[config.mk]
export PLATFORM = sky130hd
export DESIGN_NAME = id_ex_stage
export DESIGN_NICKNAME = d
export VERILOG_FILES = /design/src/rtl/id_ex_stage.sv
export SDC_FILE = /design/constraint.sdc
export NUM_CORES = 1
export LEC_CHECK = 0
export CAP_MARGIN = 20
export CORE_MARGIN = 10
export CORE_UTILIZATION = 41
export CTS_CLUSTER_SIZE = 16
export DETAILED_ROUTE_END_ITERATION = 8
export PLACE_DENSITY = 0.94
export SETUP_SLACK_MARGIN = 0.05
export SYNTH_ARGS = -nofsm -noshare
export SYNTH_HDL_FRONTEND = slang
export SYNTH_SLANG_ARGS = --single-unit
[constraint.sdc]
create_clock -name CLK -period 8.6 [get_ports CLK]
set_input_delay 1.72 -clock CLK [delete_from_list [all_inputs] [get_ports CLK]]
set_output_delay 1.72 -clock CLK [all_outputs]
set_load 0.02 [all_outputs]
[src/rtl/id_ex_stage.sv]
// ID/EX pipeline register with load-use hazard detection and branch-flush squash.
// Latency: one CLK edge from ID_* to EX_*.
// Backpressure: 'stall' holds PC and IF/ID for LOAD_STALL_CYCLES cycles per load-use hazard; EX gets bubbles meanwhile.
//
// Parameters:
//   LOAD_STALL_CYCLES  bubble cycles inserted per load-use hazard (1..15)
//   CTRL_W             packed control width {RegWre, MemRead, MemWrite, MemToReg, ALUSrc, ALUOp[2:0]}
// Ports:
//   CLK, RST           rising-edge clock, asynchronous active-high reset
//   ID_*               decode-stage instruction: valid, rs/rt/dest indices, operands, immediate, control
//   EX_flush           taken branch/jump in EX; squashes the decode slot
//   WB_*               write-back port, used only for the optional operand bypass
//   stall              combinational hold request for PC and IF/ID
//   EX_*               registered instruction presented to EX (all zero for a bubble)
// Optional feature macro: WB_BYPASS_EN -- forward the write-back value into the captured operands.
module id_ex_stage #(
    parameter int LOAD_STALL_CYCLES = 1,
    parameter int CTRL_W            = 8
) (
    input  logic              CLK,
    input  logic              RST,
    input  logic              ID_valid,
    input  logic [4:0]        ID_rs,
    input  logic [4:0]        ID_rt,
    input  logic              ID_uses_rt,
    input  logic [4:0]        ID_addr,
    input  logic [31:0]       ID_readData1,
    input  logic [31:0]       ID_readData2,
    input  logic [31:0]       ID_imm,
    input  logic [CTRL_W-1:0] ID_ctrl,
    input  logic              EX_flush,
    input  logic              WB_RegWre,
    input  logic [4:0]        WB_addr,
    input  logic [31:0]       WB_writeData,
    output logic              stall,
    output logic              EX_valid,
    output logic [4:0]        EX_rs,
    output logic [4:0]        EX_rt,
    output logic [4:0]        EX_addr,
    output logic [31:0]       EX_readData1,
    output logic [31:0]       EX_readData2,
    output logic [31:0]       EX_imm,
    output logic [CTRL_W-1:0] EX_ctrl
);

    localparam int MEMREAD_BIT = 6;

    typedef enum logic {
        RUN   = 1'b0,
        STALL = 1'b1
    } state_t;

    state_t      state, state_nxt;
    logic [3:0]  cnt, cnt_nxt;
    logic        haz;
    logic        bubble;
    logic        stall_int;
    logic [31:0] op1, op2;

    // Load in EX whose destination is read by the instruction in decode.
    assign haz = EX_valid & EX_ctrl[MEMREAD_BIT] & (EX_addr != 5'd0) &
                 ((ID_rs == EX_addr) | (ID_uses_rt & (ID_rt == EX_addr))) & ID_valid;

    always_comb begin
        state_nxt = state;
        cnt_nxt   = cnt;
        stall_int = 1'b0;
        bubble    = 1'b0;
        if (EX_flush) begin
            // Flush wins over everything: squash decode, abandon any stall.
            state_nxt = RUN;
            cnt_nxt   = 4'd0;
            bubble    = 1'b1;
        end else begin
            case (state)
                RUN: begin
                    if (haz) begin
                        stall_int = 1'b1;
                        bubble    = 1'b1;
                        if (LOAD_STALL_CYCLES > 1) begin
                            state_nxt = STALL;
                            cnt_nxt   = 4'(LOAD_STALL_CYCLES - 1);
                        end
                    end
                end
                STALL: begin
                    stall_int = 1'b1;
                    bubble    = 1'b1;
                    if (cnt <= 4'd1) begin
                        state_nxt = RUN;
                        cnt_nxt   = 4'd0;
                    end else begin
                        cnt_nxt = cnt - 4'd1;
                    end
                end
                default: begin
                    state_nxt = RUN;
                    cnt_nxt   = 4'd0;
                end
            endcase
        end
        if (!ID_valid) begin
            bubble = 1'b1;
        end
    end

    // Gate with RST so stall is low while reset is asserted, independent of state.
    assign stall = stall_int & ~RST;

    always_comb begin
        op1 = ID_readData1;
        op2 = ID_readData2;
`ifdef WB_BYPASS_EN
        if (WB_RegWre && (WB_addr != 5'd0) && (WB_addr == ID_rs)) begin
            op1 = WB_writeData;
        end
        if (WB_RegWre && (WB_addr != 5'd0) && (WB_addr == ID_rt)) begin
            op2 = WB_writeData;
        end
`endif
    end

`ifndef WB_BYPASS_EN
    // Register file writes mid-cycle, so the write-back port is not needed here.
    logic unused_wb;
    assign unused_wb = ^{WB_RegWre, WB_addr, WB_writeData};
`endif

    always_ff @(posedge CLK or posedge RST) begin
        if (RST) begin
            state        <= RUN;
            cnt          <= 4'd0;
            EX_valid     <= 1'b0;
            EX_rs        <= 5'd0;
            EX_rt        <= 5'd0;
            EX_addr      <= 5'd0;
            EX_readData1 <= 32'd0;
            EX_readData2 <= 32'd0;
            EX_imm       <= 32'd0;
            EX_ctrl      <= '0;
        end else begin
            state <= state_nxt;
            cnt   <= cnt_nxt;
            if (bubble) begin
                // Bubbles are fully zeroed so nothing downstream sees stale indices.
                EX_valid     <= 1'b0;
                EX_rs        <= 5'd0;
                EX_rt        <= 5'd0;
                EX_addr      <= 5'd0;
                EX_readData1 <= 32'd0;
                EX_readData2 <= 32'd0;
                EX_imm       <= 32'd0;
                EX_ctrl      <= '0;
            end else begin
                EX_valid     <= 1'b1;
                EX_rs        <= ID_rs;
                EX_rt        <= ID_rt;
                EX_addr      <= ID_addr;
                EX_readData1 <= op1;
                EX_readData2 <= op2;
                EX_imm       <= ID_imm;
                EX_ctrl      <= ID_ctrl;
            end
        end
    end

endmodule

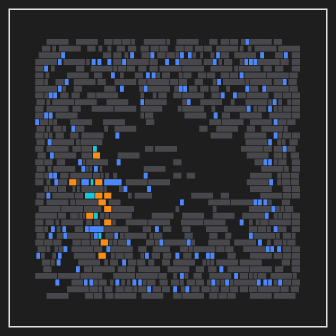
Fig. 1. Gate-type map.
nor cells: marked cyan, cells 5, where middle left. aoi and oai cells: marked blue, cells 127, where spread over the die. xor and xnor cells: marked orange, cells 11.

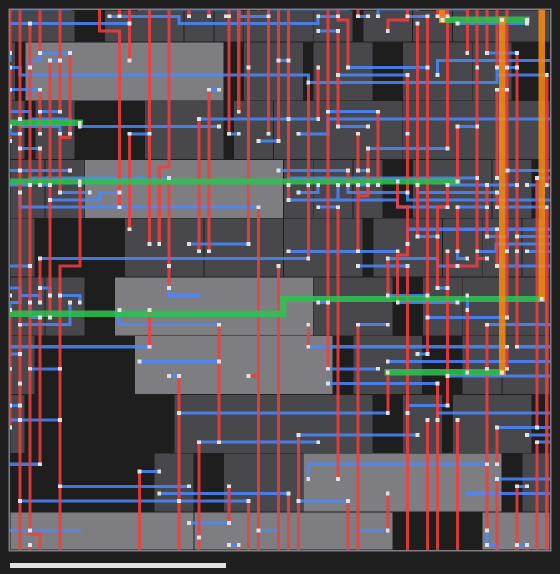
Fig. 2. A small window of the routed layout.
Scale bar: 10 µm. Window x 20 to 45, y 20 to 45 µm. Cells in gray, sequential cells in the stronger gray; small squares are vias.
M1: marked blue. M2: marked red. M3: marked green. M4: marked orange.
Netlist names of flops here include `EX_ctrl` (5). Sequential cells in the window: 7. Most frequent: clkdlybuf4s50_1 (10), a21oi_1 (9), dfrtp_1 (7). 50 logic cells have their middle in the window.

==> git commit body <==
Store results of the implementation flow

- Outcome: finished clean
* Origin of the worst min-delay path: cnt[1]
* Clk slew on worst S/H paths: 0.05 ns
- Most area-hungry cell class in the final design: sequential cells
* Stages on the worst setup path: 5
- Looking at the cell usage after synthesis, the top flip-flop cell is sky130_fd_sc_hd__dfrtp_1.
- Chip Area, Yosys: 4830 µm²
* # IOs: 283
- Measured along the x axis, the die boundary spans 129 µm.
- Looking at the global route congestion table, the highest-usage layer is met2.
* FMAX: ~180 MHz
* Area share of and/or/nand/nor cells after synthesis: 14.1%
- Per the detail_route report, vias per standard cell equal 5.39.
* Vias after detailed routing: 4466
- Number of cells on the worst reg-to-reg path: 5
- Unrepaired setup endpoints after global routing: no
* Core occupancy in the finished layout: between 60% and 70%
* Number of hold-repair buffers added at the cts stage: 0
- Total Nets Final: 843
- Per the OpenROAD power report, leakage power amounts to between 3 and 4 nW.
- The worst setup path is of the primary input to output port kind.
- Across the placement rows, the number of tap cells is 143.
* DIE HEIGHT: 129 µm
* Number of non-clock inverters: 5
- Total congestion overflow: 0
- According to the CTS report, the clock sink count is 125.
- Largest net degree at the start of global routing: 122
- Critical path buffers and inverters: 3
- The final antenna diode tally reported by the flow is 0.
- TritonCTS clock tree: built
- Area used by multi-input combinational logic: 1480 µm²
- Worst clock skew: around 0.0074 ns
- Average wire length per cell after detail routing: 20.1 µm
* ANT nets after route: 0
- CTS placed an instance of sky130_fd_sc_hd__clkbuf_16 at the clock tree root.
* Met1 Use GR: 21.5%
- Gate count of the mapped netlist: 460
- Detailed-route DRC error count: 0
- Total number of warnings across the stage logs: 68
- Most instantiated logic cell after routing: sky130_fd_sc_hd__clkdlybuf4s50_1
- From the final report, the count of setup violators was given as 0.
- Global-route total usage across every layer: 19.3%
- Data required, critical path: 6.88 ns
- Total number of sequential cells: 125
- Multi-input comb cells: between 200 and 300
- The portion of synthesized area spent on multiplexers is 0%.
* Mean post-synth cell area: 10.5 µm²
- The Yosys step of the flow raised 0 warnings.
- In the Yosys stats the netlist draws on 22 distinct library cells.
- The number of global-route vias before repair was 4497.
* Area Growth Syn to Fin: 62.8%
- Counting plain and timing-repair buffers in the layout gives 252.
- The clock passes through at most 2 buffers.
* Synthesis-stage register bit count: roughly 130
- The timing report shows the most common cell along the critical path to be sky130_fd_sc_hd__clkdlybuf4s50_1.
- Per the timing report, the most critical flop-to-flop path finishes at EX_readData1[25].
- Starting DRT DRC Count: 356
* Number of setup buffers added after CTS: 0
- Final sum of negative setup slack: 0 ns
- Worst hold path class: register to register
- Ys cells: around 460
- Yosys adder share: 0.518%
* Standard cell core area: 11500 µm²
- Worst-case vdd ir drop: approximately 0.13 mV
- Fill cells in the final layout number 832.
- According to the floorplan report, the total die area is ~17000 µm².
- Share of final layout cell area taken by clock buffers and inverters: under 10%
- Compound-gate portion of the synthesized area: 13.7%
* EDFF count, synth: 0
* FF+latch area: 3130 µm²
- Across the run, the number of max-cap violations was 0.
- After detailed placement, the total cell area comes to 7300 µm².
* Worst EP arrival: ~3.7 ns
- Wire length of the first global-routing pass: 25200 µm
* R2r startpoint: state
* Crit end category: output port
* Sum of met3 wire segment lengths after detailed routing: 1700 µm
- Non-clock buffers, area share: 32.5%
* Detailed-router iteration count before antenna repair: 5
- Standard cell with the maximum stage delay on the critical path: sky130_fd_sc_hd__clkdlybuf4s50_1
- Maximum level of the CTS H-tree: 4
* Cell family with most CP delay: buffers and inverters
- Worst setup path endpoint: stall
* Final tally of hold violations: 0
- The timing report gives the worst reg2reg path a setup slack of 6.31 ns.
- After routing the design area is 7870 µm².
* Number of rows created at floorplan: 39
- Met2 wire length: 8510 µm
* Most frequent cells in the layout: sky130_fd_sc_hd__clkdlybuf4s50_1 (243), sky130_fd_sc_hd__dfrtp_1 (125), sky130_fd_sc_hd__nand3_1 (121), sky130_fd_sc_hd__a21oi_1 (121), sky130_fd_sc_hd__clkbuf_16 (17)
- Pre-Place Util: a little over two fifths
- STA classifies the critical path startpoint as a primary input.
* Layout cell share with drive strength beyond 1: 5.39%
* Proportion of synthesized chip area in sequential cells: about 65%
* Number of clock buffers inserted by TritonCTS: 17
- Net Count, Synth: 624
[how the worst min path moves through the flow]
stage,to,slack (ns),cells after the start
4_1_cts,cnt[1],0.54,2
2_1_floorplan,cnt[1],0.47,2
3_3_place_gp,cnt[1],0.50,2
3_5_place_dp,cnt[1],0.53,2
6_report,cnt[1],0.54,2
5_1_grt,cnt[1],0.58,2
[stage by stage]
step / hold slack [ns] / total power, mW / std cells
floorplan: 0.472 / 0.712 / 460
global placement: 0.503 / 0.826 / 799
detailed placement: 0.533 / 0.834 / 800
CTS: 0.544 / 1.45 / 826
global route: 0.578 / 1.49 / 829
finish: 0.543 / 1.44 / 829
[registers in the layout, summed over array words and instances (netlist names), 4 cells and up]
name,cells
EX_addr,5
EX_ctrl,8
EX_imm,32
EX_readData1,32
EX_readData2,32
EX_rs,5
EX_rt,5
cnt,4
[power by group]
group	internal, mW	switching [mW]	total, mW	leakage, nW
Sequential	0.611	0.00762	0.618	1.68
Clock	0.386	0.226	0.612	0.252
Combinational	0.104	0.103	0.207	1.50
Total	1.10	0.336	1.44	3.43
[cell usage after synthesis (2+ instances only)]
master,count,area (µm²)
sky130_fd_sc_hd__dfrtp_1,125,3130
sky130_fd_sc_hd__a21oi_1,121,606
sky130_fd_sc_hd__nand3_1,121,606
sky130_fd_sc_hd__clkbuf_1,28,105
sky130_fd_sc_hd__buf_2,21,105
sky130_fd_sc_hd__xnor2_1,11,96.3
sky130_fd_sc_hd__nand2_1,8,30.0
sky130_fd_sc_hd__inv_1,5,18.8
sky130_fd_sc_hd__o21ai_0,3,15.0
sky130_fd_sc_hd__buf_1,2,7.51
sky130_fd_sc_hd__ha_1,2,25.0
sky130_fd_sc_hd__nor2_1,2,7.51
sky130_fd_sc_hd__nor3_1,2,10.0
Power and IR drop assume default switching activity.
